==> run_1/final_placement.png <==
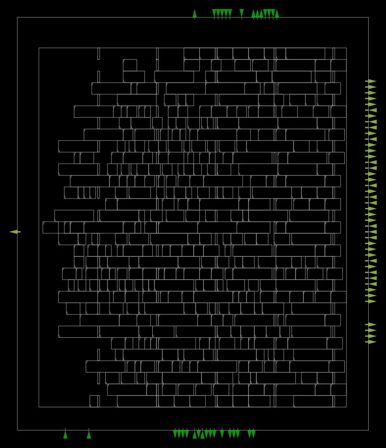
==> run_1/metal_stack.png <==
Only two layers are drawn.
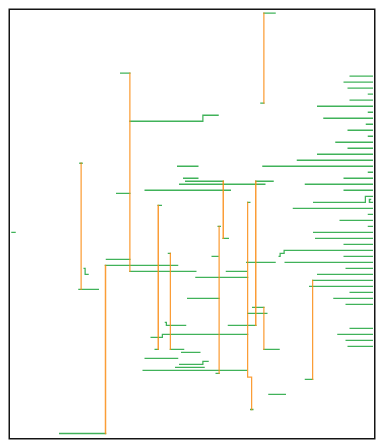
==> run_1/port_nets.png <==
Scale bar: 20 um.
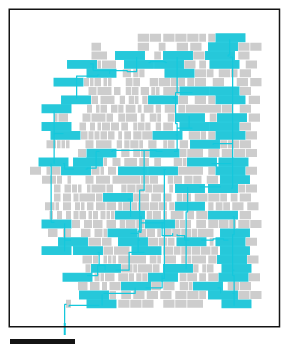
--- config.mk ---
export PLATFORM = sky130hd
export DESIGN_NAME = hdmi_video_scheduler_flat
export DESIGN_NICKNAME = d
export VERILOG_FILES = /design/src/rtl/hdmi_video_scheduler_if.sv /design/src/rtl/hdmi_video_scheduler.sv /design/src/flat_wrapper.sv
export SDC_FILE = /design/constraint.sdc
export NUM_CORES = 1
export LEC_CHECK = 0
export CORE_ASPECT_RATIO = 1.2
export CORE_MARGIN = 5
export CORE_UTILIZATION = 51
export CTS_BUF_LIST = sky130_fd_sc_hd__clkbuf_4 sky130_fd_sc_hd__clkbuf_8
export DETAILED_ROUTE_END_ITERATION = 10
export PLACE_DENSITY = 0.87
export SLEW_MARGIN = 20
export SYNTH_ARGS = -nofsm -noshare
export SYNTH_HDL_FRONTEND = slang
export SYNTH_SLANG_ARGS = --single-unit
--- constraint.sdc ---
create_clock -name clk -period 3.15 [get_ports clk]
set_clock_uncertainty 0.1 [all_clocks]
set_input_delay 0.945 -clock clk [delete_from_list [all_inputs] [get_ports clk]]
set_output_delay 0.945 -clock clk [all_outputs]
set_load 0.005 [all_outputs]
--- src/rtl/hdmi_video_scheduler_if.sv ---
// Upstream frame-FIFO pixel stream: 24b {R,G,B} pixel plus start-of-frame marker, valid/ready handshake.
interface hdmi_video_scheduler_if;
    logic [23:0] in_pixel;
    logic        in_sof;
    logic        in_valid;
    logic        in_ready;

    modport master (output in_pixel, output in_sof, output in_valid, input in_ready);
    modport slave  (input in_pixel, input in_sof, input in_valid, output in_ready);
endinterface

--- src/rtl/hdmi_video_scheduler.sv ---
// Raster timing generator and pixel scheduler for the HDMI transmitter: free-running h/v counters,
// registered syncs/de, and a frame-locking pull from the upstream stream with blank-and-resync on errors.
module hdmi_video_scheduler #(
    parameter int H_ACTIVE = 1280,
    parameter int H_FP     = 110,
    parameter int H_SYNC   = 40,
    parameter int H_BP     = 220,
    parameter int V_ACTIVE = 720,
    parameter int V_FP     = 5,
    parameter int V_SYNC   = 5,
    parameter int V_BP     = 20,
    parameter bit SYNC_POL = 1'b1
) (
    input  logic                         clk,
    input  logic                         rst_n,
    input  logic                         enable,
    hdmi_video_scheduler_if.slave        stream,
    output logic [23:0]                  pixel_data,
    output logic                         pixel_valid,
    output logic                         hsync,
    output logic                         vsync,
    output logic                         frame_start,
    output logic                         underflow,
    output logic                         sof_err,
    output logic [15:0]                  err_cnt
);
    localparam int H_TOT = H_ACTIVE + H_FP + H_SYNC + H_BP;
    localparam int V_TOT = V_ACTIVE + V_FP + V_SYNC + V_BP;
    localparam int HW    = $clog2(H_TOT);
    localparam int VW    = $clog2(V_TOT);
    localparam int HS_START = H_ACTIVE + H_FP;
    localparam int HS_END   = H_ACTIVE + H_FP + H_SYNC;
    localparam int VS_START = V_ACTIVE + V_FP;
    localparam int VS_END   = V_ACTIVE + V_FP + V_SYNC;

    typedef enum logic [1:0] {IDLE, WAIT_SOF, RUN, FLUSH} state_t;

    state_t        state;
    state_t        eff_state;
    logic [HW-1:0] h_cnt;
    logic [VW-1:0] v_cnt;
    logic          active;
    logic          origin;
    logic          hsync_on;
    logic          vsync_on;
    logic          lock;
    logic          run_ok;
    logic          run_uf;
    logic          run_se;
    logic          ready;

    // A FLUSH that reaches the frame origin behaves as WAIT_SOF in that same cycle so it can relock at once.
    always_comb begin
        active    = (int'(h_cnt) < H_ACTIVE) && (int'(v_cnt) < V_ACTIVE);
        origin    = (h_cnt == '0) && (v_cnt == '0);
        hsync_on  = (int'(h_cnt) >= HS_START) && (int'(h_cnt) < HS_END);
        vsync_on  = (int'(v_cnt) >= VS_START) && (int'(v_cnt) < VS_END);
        eff_state = (state == FLUSH && origin) ? WAIT_SOF : state;
        lock      = (eff_state == WAIT_SOF) && origin && stream.in_valid && stream.in_sof;
        run_uf    = (eff_state == RUN) && active && !stream.in_valid;
        run_se    = (eff_state == RUN) && active && stream.in_valid && (stream.in_sof != origin);
        run_ok    = (eff_state == RUN) && active && stream.in_valid && (stream.in_sof == origin);
        ready     = 1'b0;
        if (enable) begin
            case (eff_state)
                WAIT_SOF: ready = lock || (stream.in_valid && !stream.in_sof);
                RUN:      ready = run_ok;
                default:  ready = 1'b0;
            endcase
        end
    end

    assign stream.in_ready = ready;

    always_ff @(posedge clk or negedge rst_n) begin
        if (!rst_n) begin
            state       <= IDLE;
            h_cnt       <= '0;
            v_cnt       <= '0;
            pixel_data  <= '0;
            pixel_valid <= 1'b0;
            hsync       <= ~SYNC_POL;
            vsync       <= ~SYNC_POL;
            frame_start <= 1'b0;
            underflow   <= 1'b0;
            sof_err     <= 1'b0;
            err_cnt     <= '0;
        end else if (!enable || state == IDLE) begin
            // Idle or being disabled: park at the origin with quiet outputs; the error count survives.
            state       <= enable ? WAIT_SOF : IDLE;
            h_cnt       <= '0;
            v_cnt       <= '0;
            pixel_data  <= '0;
            pixel_valid <= 1'b0;
            hsync       <= ~SYNC_POL;
            vsync       <= ~SYNC_POL;
            frame_start <= 1'b0;
            underflow   <= 1'b0;
            sof_err     <= 1'b0;
        end else begin
            if (int'(h_cnt) == H_TOT - 1) begin
                h_cnt <= '0;
                v_cnt <= (int'(v_cnt) == V_TOT - 1) ? '0 : v_cnt + 1'b1;
            end else begin
                h_cnt <= h_cnt + 1'b1;
            end
            pixel_valid <= active;
            hsync       <= hsync_on ? SYNC_POL : ~SYNC_POL;
            vsync       <= vsync_on ? SYNC_POL : ~SYNC_POL;
            pixel_data  <= '0;
            frame_start <= 1'b0;
            underflow   <= 1'b0;
            sof_err     <= 1'b0;
            case (eff_state)
                WAIT_SOF: begin
                    state <= WAIT_SOF;
                    if (lock) begin
                        pixel_data  <= stream.in_pixel;
                        frame_start <= 1'b1;
                        state       <= RUN;
                    end
                end
                RUN: begin
                    if (run_uf) begin
                        underflow <= 1'b1;
                        state     <= FLUSH;
                    end else if (run_se) begin
                        sof_err <= 1'b1;
                        state   <= FLUSH;
                    end else if (run_ok) begin
                        pixel_data  <= stream.in_pixel;
                        frame_start <= origin;
                    end
                end
                default: state <= FLUSH;
            endcase
            if ((run_uf || run_se) && err_cnt != 16'hFFFF) begin
                err_cnt <= err_cnt + 16'd1;
            end
        end
    end
endmodule

--- src/flat_wrapper.sv ---
// flat-port wrapper written by rule: the top's interface ports become plain ports
module hdmi_video_scheduler_flat 
#(
    parameter int H_ACTIVE = 1280,
    parameter int H_FP     = 110,
    parameter int H_SYNC   = 40,
    parameter int H_BP     = 220,
    parameter int V_ACTIVE = 720,
    parameter int V_FP     = 5,
    parameter int V_SYNC   = 5,
    parameter int V_BP     = 20,
    parameter bit SYNC_POL = 1'b1
)
  (clk, rst_n, enable, pixel_data, pixel_valid, hsync, vsync, frame_start, underflow, sof_err, err_cnt, stream_in_pixel, stream_in_sof, stream_in_valid, stream_in_ready);
  hdmi_video_scheduler_if stream_i ();
  input  logic clk;
  input  logic rst_n;
  input  logic enable;
  output logic [23:0] pixel_data;
  output logic pixel_valid;
  output logic hsync;
  output logic vsync;
  output logic frame_start;
  output logic underflow;
  output logic sof_err;
  output logic [15:0] err_cnt;
  input wire logic [$bits(stream_i.in_pixel)-1:0] stream_in_pixel;
  input wire logic [$bits(stream_i.in_sof)-1:0] stream_in_sof;
  input wire logic [$bits(stream_i.in_valid)-1:0] stream_in_valid;
  output wire logic [$bits(stream_i.in_ready)-1:0] stream_in_ready;
  assign stream_i.in_pixel = stream_in_pixel;
  assign stream_i.in_sof = stream_in_sof;
  assign stream_i.in_valid = stream_in_valid;
  assign stream_in_ready = stream_i.in_ready;
  hdmi_video_scheduler #(.H_ACTIVE(H_ACTIVE), .H_FP(H_FP), .H_SYNC(H_SYNC), .H_BP(H_BP), .V_ACTIVE(V_ACTIVE), .V_FP(V_FP), .V_SYNC(V_SYNC), .V_BP(V_BP), .SYNC_POL(SYNC_POL)) u_core (.clk(clk), .rst_n(rst_n), .enable(enable), .stream(stream_i), .pixel_data(pixel_data), .pixel_valid(pixel_valid), .hsync(hsync), .vsync(vsync), .frame_start(frame_start), .underflow(underflow), .sof_err(sof_err), .err_cnt(err_cnt));
endmodule
==> notes.md, run 1 <==
flow finished, numbers: Setup violations, final=1, top cells by area, synth=dfrtp_1 (54%), and3_1 (6.4%), xnor2_1 (4.4%), max-slew violation count=0, top cells by count=dfrtp_1 (69), and3_1 (33), nor2_1 (23), Mux area share=0.623%, Fin Setup TNS=-7.33 ps, maxcap violations=0, xor+xnor area frac=6.82%, Critical Path Most Common Cell=buf_4, count of yosys warnings during synthesis=0, run status=finished with violations, async set-reset flop share out of synthesis=100%, area leader, netlist=dfrtp_1, comb. cell area=1400 um2, clk_lat worst skew=360 ps, Signal buffers=109, CTS Root Cell=clkbuf_8, Cells after Synth=305, Final clock-cell share=4.48%, hold_ws=400 ps, slowest CP cell=dfrtp_1, routed wl met3=644 um, Post-synth top flop=dfrtp_1, min setup slack post-route=-7.33 ps, pre-CTS WS=-451 ps, post-place instance area=4220 um2, failing checks=negative setup slack, Hold Path Class=in -> async, crit path max fanout=2, synthesized area per cell=10.5 um2, first-pass GRT wire length=13.7 mm, n_taps=82, routed wire length=8.58 mm, DR top layer=met4, most frequent cells in the layout=clkdlybuf4s50_1 (72), dfrtp_1 (69), buf_4 (34), CP required=2100 ps, most frequent logic cell in the layout=clkdlybuf4s50_1, layout cells sized above 1=14.2%
Notes on final_placement.png above:
Fillers: 408
Finished Core Util: 73.4%

Notes on metal_stack.png above:
legend:
  orange:
    layer: met4
    wire_length: 345 um
  green:
    layer: met3
    wire_length: 644 um

Notes on port_nets.png above:
legend:
  cyan:
    port: rst_n
    bits: 1
    direction: input
    edge: south
    end_cells: 69
    buffers: 3
    wire: 472 um
Buffers on Ports: 75
I/O pin count: 76

run 1: layer usage:
| metal | vias to the layer above | GRT usage [%] |
|---|---|---|
| li1 | 1291 | - |
| met1 | 1346 | 25.8 |
| met2 | 108 | 38.0 |
| met3 | 31 | 4.93 |
| met4 | 0 | 10.5 |
| met5 | - | 0 |
run 1: where the power goes:
group / internal (mW) / leakage, nW / switching (mW)
clock: 0.367 / 0.0954 / 0.356
combinational: 0.137 / 1.03 / 0.112
sequential: 0.914 / 0.938 / 0.0376
total: 1.42 / 2.07 / 0.506
run 1: final timing paths:
check	startpoint	end	slack [ps]	cells after the start
setup / recovery	u_core.h_cnt[1]	stream_in_ready	-7	10
hold / removal	rst_n	u_core.err_cnt[14]	400	1
setup reg to reg	u_core.h_cnt[1]	u_core.err_cnt[11]	330	11
hold reg to reg	u_core.err_cnt[14]	u_core.err_cnt[14]	410	1
max in group asynchronous	rst_n	u_core.vsync	1860	2
min in group clk	u_core.err_cnt[14]	u_core.err_cnt[14]	410	1
run 1: flip-flops by register name, indices dropped and copies added (netlist names):
name                count
u_core.pixel_data      24
u_core.sof_err          1
u_core.err_cnt         16
u_core.pixel_valid      1
u_core.underflow        1
u_core.frame_start      1
u_core.h_cnt           11
u_core.hsync            1
u_core.state            2
u_core.vsync            1
u_core.v_cnt           10
run 1: timing repair:
action	4_1_cts	5_1_grt
endpoints found under the setup margin	1	1
resized	10	1
pin swaps	3	3
buffers inserted	2	1
run 1: critical path: cells and delay by family, from the launching register on:
kind / cells / cell delay [ps]
buffers and inverters: 4 / 550
DFF: 1 / 380
adders and majority gates: 1 / 180
AOI/OAI and AO/OA: 2 / 210
and+or+nand+nor: 3 / 430
==> run_1/met2.png <==
Scale bar: 20 um.
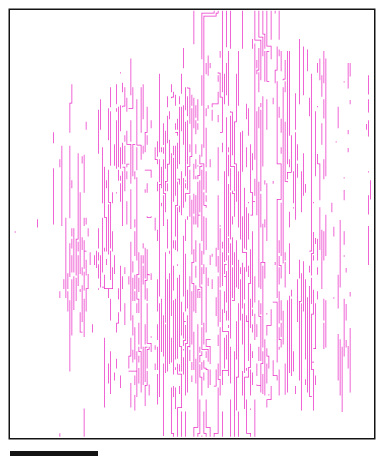

==> inputs of run 2 (changes only) <==
--- a/config.mk
+++ b/config.mk
@@ -11,7 +11,6 @@
 export CTS_BUF_LIST = sky130_fd_sc_hd__clkbuf_4 sky130_fd_sc_hd__clkbuf_8
 export DETAILED_ROUTE_END_ITERATION = 10
 export PLACE_DENSITY = 0.87
-export SLEW_MARGIN = 20
 export SYNTH_ARGS = -nofsm -noshare
 export SYNTH_HDL_FRONTEND = slang
 export SYNTH_SLANG_ARGS = --single-unit
==> run_2/met2.png <==
Scale bar: 20 um.
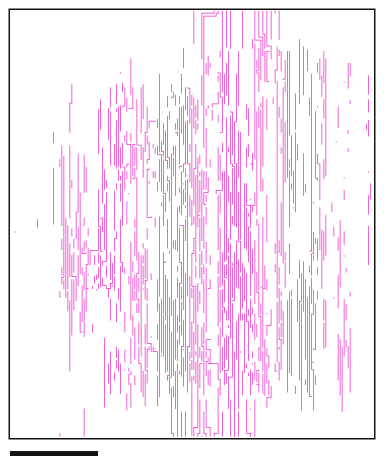
wire length on this layer: 4450 um
main direction: vertical
vias post-DR: 2791
routed wire length: 8.57 mm
met2 usage: 38.0%

==> run_2/port_nets.png <==
Scale bar: 20 um.
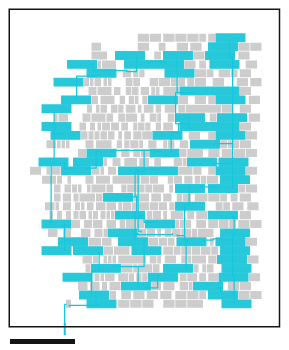
legend:
  cyan:
    port: rst_n
    bits: 1
    direction: input
    edge: south
    end_cells: 69
    buffers: 3
    wire: 464 um

==> notes.md, run 2 <==
flow finished, numbers: maxcap violations=0 (unchanged), Crit path max-delay family=buffers and inverters, r2r worst-path depth=11 (unchanged), biggest regs=u_core.pixel_data: 24 flops, u_core.err_cnt: 16 flops, u_core.h_cnt: 11 flops, Hold Path Class=in -> async, Biggest register=u_core.pixel_data, pre-CTS WS=-451 ps (unchanged), hold_ws=390 ps (-10.2 ps), async set-reset flop share out of synthesis=100% (unchanged), Setup violations, final=1 (unchanged), Max-slew headroom=20.4%, first-pass GRT wire length=13.7 mm (unchanged), clk_lat worst skew=350 ps (about the same), Sw Ratio=26.2% (-0.071 points), I/O pin count=76 (unchanged), CP endpoint=stream_in_ready, Worst-path clk slew=80 ps, gpl congestion=0.900, Floorplan Nets=342, run status=finished with violations, DR DRC count=0, CP startpoint=u_core.h_cnt[1], Antenna Cells=0, WS Path Type=reg -> out, P_sw=0.504 mW (-0.41%), Crit Reg-Reg Endpoint=u_core.err_cnt[11], post-synth top area share=53.8%, total stage count of the critical path=10 (unchanged), Fillers=410 (+0.49%), CTS resizes=10 (unchanged), most frequent logic cell in the layout=clkdlybuf4s50_1, Synth cell types=45, r2r startpoint=u_core.h_cnt[1], CTS tree=built, post-place instance area=4220 um2 (unchanged), synthesized area per cell=10.5 um2 (unchanged), Buffers on Ports=75 (unchanged), final std cell area, no fill=4460 um2, r2r setup slk=320 ps (about the same), placed cells=479, top cells by count=dfrtp_1 (69), and3_1 (33), nor2_1 (23), antenna violations before repair=0, comb. cell area=1390 um2 (-0.62%), minimum clock period=3190 ps, count of yosys warnings during synthesis=0 (unchanged), top cells by area, synth=dfrtp_1 (54%), and3_1 (6.4%), xnor2_1 (4.4%), CTS Root Cell=clkbuf_8, most frequent cells in the layout=clkdlybuf4s50_1 (72), dfrtp_1 (69), buf_4 (34), CP Buf/Inv Count=4 (unchanged), sequential cell area=1730 um2, area leader, netlist=dfrtp_1, Cell Area, Synth=3210 um2, combinational share of power=12.8% (about the same), layout cells sized above 1=14.2% (unchanged), sequential cell fraction of total power=49.6% (about the same), synthesis-stage register bit count=69, tool warnings=33, Detailed Route Iter0 Violations=124, CP required=2100 ps (about the same), yosys stat cell total=305, Internal Pwr Total=1.42 mW (about the same), post-synth area from yosys stat=3210 um2, gr usage total=22.3%, postcts setup bufs=2 (unchanged), Critical Path Most Common Cell=buf_4, clock network power share=37.7% (about the same), min setup slack post-route=-37.6 ps (-30.3 ps), crit path max fanout=2 (unchanged), max-slew violation count=0 (unchanged), Post-synth top flop=dfrtp_1, max FFs per register=24 (unchanged), Cells after Synth=305 (unchanged), leakage power=2.07 nW, failing checks=negative setup slack, slowest CP cell=dfrtp_1
==> run 2: cell counts after synthesis <==
No cell type changed its count.
==> run 2: metal layers <==
| layer | vias to the layer above | global-route usage, % | wire (um) | part of all wire [%] |
|---|---|---|---|---|
| met2 | 116 | 38.0 | 4450 | 52 |
| li1 | 1292 | - | - | - |
| met5 | - | 0 | 0 | 0 |
| met3 | 27 | 4.93 | 628 | 7.3 |
| met1 | 1356 | 25.8 | 3210 | 37 |
| met4 | 0 | 10.5 | 288 | 3.4 |
==> run 2: logic make-up (layout without fill, tap and decap cells) <==
family / after synthesis / after routing / synth area share [%]
AOI/OAI and AO/OA: 41 / 41 / 8.03
xor gates and xnor gates: 25 / 25 / 6.82
adders and majority gates: 8 / 8 / 3.12
buffers and inverters: 25 / 136 / 3.66
DFF: 69 / 69 / 53.8
muxes: 2 / 2 / 0.623
and+or+nand+nor: 135 / 135 / 24.0
==> run 2: power groups by stage <==
stage                     Clock [mW]  Sequential, mW  Combinational, mW
final                          0.724           0.952              0.246
after global placement             0           0.967              0.224
after detailed placement           0           0.968              0.233
after CTS                      0.733           0.951              0.241
after floorplan                    0           0.967             0.0813
after global routing           0.769           0.957              0.269
==> run 2: through the flow <==
stage	TNS (ps)	utilization, %	power, mW
6_report	-37.6	73.2	1.92
5_1_grt	-124	73.2	2.00
4_1_cts	-3.27	72.9	1.93
3_5_place_dp	-451	69.2	1.20
3_3_place_gp	-348	69.2	1.19
2_1_floorplan	0	-	1.05
==> run 2: cell type report <==
type / count / share of cell area, %
multi-input cells: 211 / 31.2
clock inverters: 7 / 1.71
inverters: 11 / 0.926
flip-flops and latches: 69 / 38.7
repair buffers: 109 / 22.3
clock buffers: 9 / 2.78
well taps: 82 / 2.30
==> run_2/registers.png <==
Other sequential cells in the stronger gray, the rest of the logic in the fainter gray.
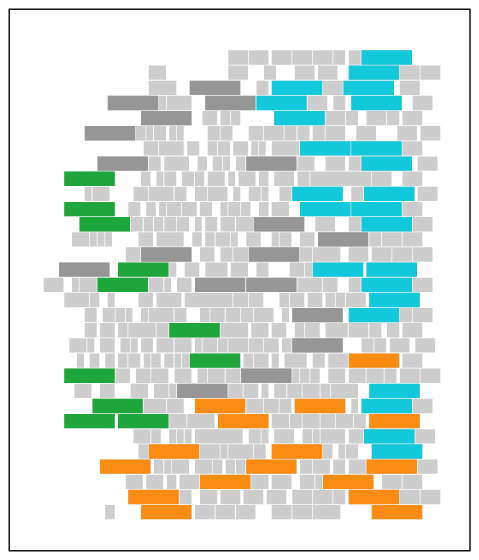

==> inputs of run 3 (changes only) <==
--- a/config.mk
+++ b/config.mk
@@ -5,7 +5,6 @@
 export SDC_FILE = /design/constraint.sdc
 export NUM_CORES = 1
 export LEC_CHECK = 0
-export CORE_ASPECT_RATIO = 1.2
 export CORE_MARGIN = 5
 export CORE_UTILIZATION = 51
 export CTS_BUF_LIST = sky130_fd_sc_hd__clkbuf_4 sky130_fd_sc_hd__clkbuf_8
==> run_3/registers.png <==
Other sequential cells in the stronger gray, the rest of the logic in the fainter gray.
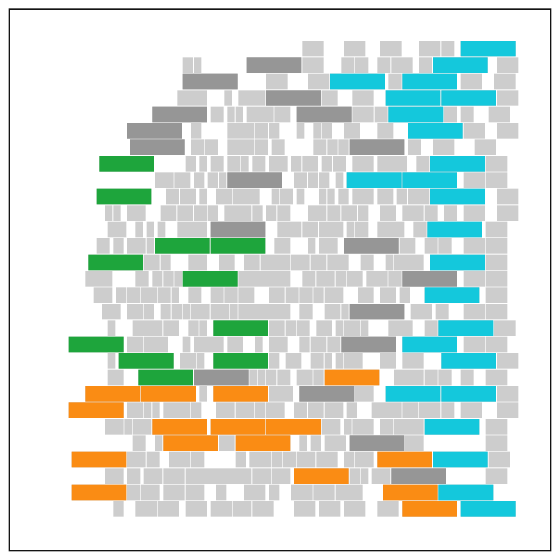
legend:
  green:
    signal: u_core.h_cnt
    placed_flops: 11
  orange:
    signal: u_core.err_cnt
    placed_flops: 16
  cyan:
    signal: u_core.pixel_data
    placed_flops: 24
Finished Core Util: 71.2%
sequential power: 0.956 mW
sequential cell area: 1730 um2

==> run_3/port_nets.png <==
Scale bar: 20 um.
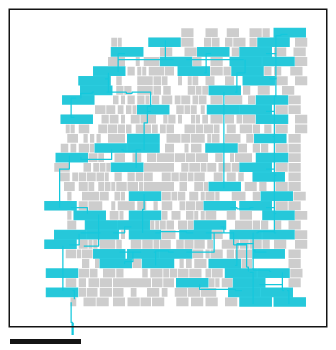
legend:
  cyan:
    port: rst_n
    bits: 1
    direction: input
    edge: south
    end_cells: 69
    buffers: 3
    wire: 482 um

==> notes.md, run 3 <==
flow finished, numbers: Synth cell types=45 (unchanged), run status=finished clean, yosys stat cell total=305 (unchanged), die height=89.4 um, r2r startpoint=u_core.h_cnt[8], clk_lat worst skew=340 ps (about the same), synthesized area per cell=10.5 um2 (unchanged), Buffers on Ports=75 (unchanged), Fin Setup TNS=0 ps (+37.6 ps), met1 WL=3.35 mm (+4.6%), busiest grt layer=met2, gpl congestion=0.902 (+0.17%), post-synth top area share=53.8% (unchanged), Hold Path Class=reg -> reg, r2r worst-path depth=8 (-3), CP required=2100 ps (about the same), DR top layer=met4, TritonCTS Buffers=9, Fillers=432 (+5.4%), GR Util met1=25.5% (-0.25 points), Max-slew headroom=68.3% (+48 points), antenna violations before repair=0 (unchanged), min setup slack post-route=18.3 ps (+55.9 ps), Critical Path Sink Type=primary output, Crit Reg-Reg Endpoint=u_core.err_cnt[15], first-pass GRT wire length=13.1 mm (-4.7%), most frequent logic cell in the layout=clkdlybuf4s50_1, biggest regs=u_core.pixel_data: 24 flops, u_core.err_cnt: 16 flops, u_core.h_cnt: 11 flops, top cells by count=dfrtp_1 (69), and3_1 (33), nor2_1 (23), CTS Root Cell=clkbuf_8, post-synth area from yosys stat=3210 um2 (unchanged), routed wl met3=490 um (-22%), count of yosys warnings during synthesis=0 (unchanged), vias post-DR=2711 (-2.9%), max FFs per register=24 (unchanged), CTS tree=built, pre-CTS WS=-402 ps (+49.0 ps), CP startpoint=u_core.h_cnt[2], Worst-path clk slew=70 ps (about the same), Floorplan Nets=342 (unchanged), placed cells=472 (-1.5%), hold_ws=401 ps (+11.9 ps), CTS sink cnt=69, WS Path Type=reg -> out, Post-synth top flop=dfrtp_1, r2r setup slk=430 ps (+110 ps), leakage power=2.06 nW (-0.30%), Cell Area, Synth=3210 um2 (unchanged), gr usage total=21.7% (-0.64 points), Pwr Density=433 nW/um2, tool warnings=32 (-3.0%), unrepaired setup endpoints after global routing=yes, layout cells sized above 1=14.3% (+0.10 points), most frequent cells in the layout=clkdlybuf4s50_1 (72), dfrtp_1 (69), and3_1 (33), routed wire length=8.24 mm (-3.8%), Antenna Cells=0 (unchanged), DR vias/cell=5.53, area leader, netlist=dfrtp_1, met3 usage in global routing=3.96% (-0.96 points), crit path max fanout=2 (unchanged), Detailed Route Iter0 Violations=187 (+51%), maxcap violations=0 (unchanged), Pre-antenna DRT Iters=4, GR Overflow Total=0, WL met2=4.19 mm (-5.8%), Final Non-Filler Cells=490, most frequent cell after synthesis=dfrtp_1, synthesis-stage register bit count=69 (unchanged), DR DRC count=0 (unchanged), I/O pin count=76 (unchanged), minimum clock period=3130 ps (-55.9 ps), CTS max path bufs=2, async set-reset flop share out of synthesis=100% (unchanged), max-slew violation count=0 (unchanged), area of the core=6240 um2, top cells by area, synth=dfrtp_1 (54%), and3_1 (6.4%), xnor2_1 (4.4%), Setup violations, final=0 (-1), Cells after Synth=305 (unchanged), Biggest register=u_core.pixel_data, met2 usage=37.9% (-0.053 points), number of enable flip-flop cells=0
## run 3: cell counts after synthesis
Identical to the previous run, type by type.
## run 3: repair_timing
| action | 4_1_cts | 5_1_grt |
|---|---|---|
| gates cloned | 0 | 0 |
| pin swaps | 0 | 4 |
| setup buffers | 1 | 1 |
| setup endpoints to repair | 1 | 1 |
| gates resized | 8 | 7 |
## run 3: critical path, cell delays in order (launching register included)
cell      delay, ps
dfrtp_1         380
or4_4           540
nand4b_4        200
or2_4           240
o21bai_1        190
a21oi_2          80
buf_2           130
## run 3: how the worst max path moves through the flow
stage / endpoint
after floorplan: stream_in_ready
after global placement: stream_in_ready
after detailed placement: stream_in_ready
after CTS: stream_in_ready
after global routing: stream_in_ready
final: stream_in_ready
## run 3: metrics by stage
step	instance area (um2)	power (mW)
after floorplan	3210	1.05
after global placement	4200	1.19
after detailed placement	4200	1.20
after CTS	4410	1.92
after global routing	4440	2.00
final	4440	1.92
## run 3: final cells by class
class,count,area [um2],area share (%)
clock buffers,12,153,3.44
multi-input cells,211,1400,31.5
inverters,11,41.3,0.930
clock inverters,4,47.5,1.07
flip-flops and latches,69,1730,38.9
repair buffers,106,976,22.0
well taps,77,96.3,2.17
## run 3: kinds of logic after synthesis
kind of cell / Yosys count / share of synthesized area (%)
compound gates: 41 / 8.03
mux: 2 / 0.623
fa+ha+maj: 8 / 3.12
buf+inv: 25 / 3.66
simple gates: 135 / 24.0
flops: 69 / 53.8
xor+xnor: 25 / 6.82
## run 3: power by group
| part | internal (mW) | switching (mW) | total (mW) |
|---|---|---|---|
| registers | 0.915 | 0.0408 | 0.956 |
| clock network | 0.402 | 0.322 | 0.724 |
| logic | 0.135 | 0.106 | 0.242 |
Power is estimated from default activity; no workload was simulated.
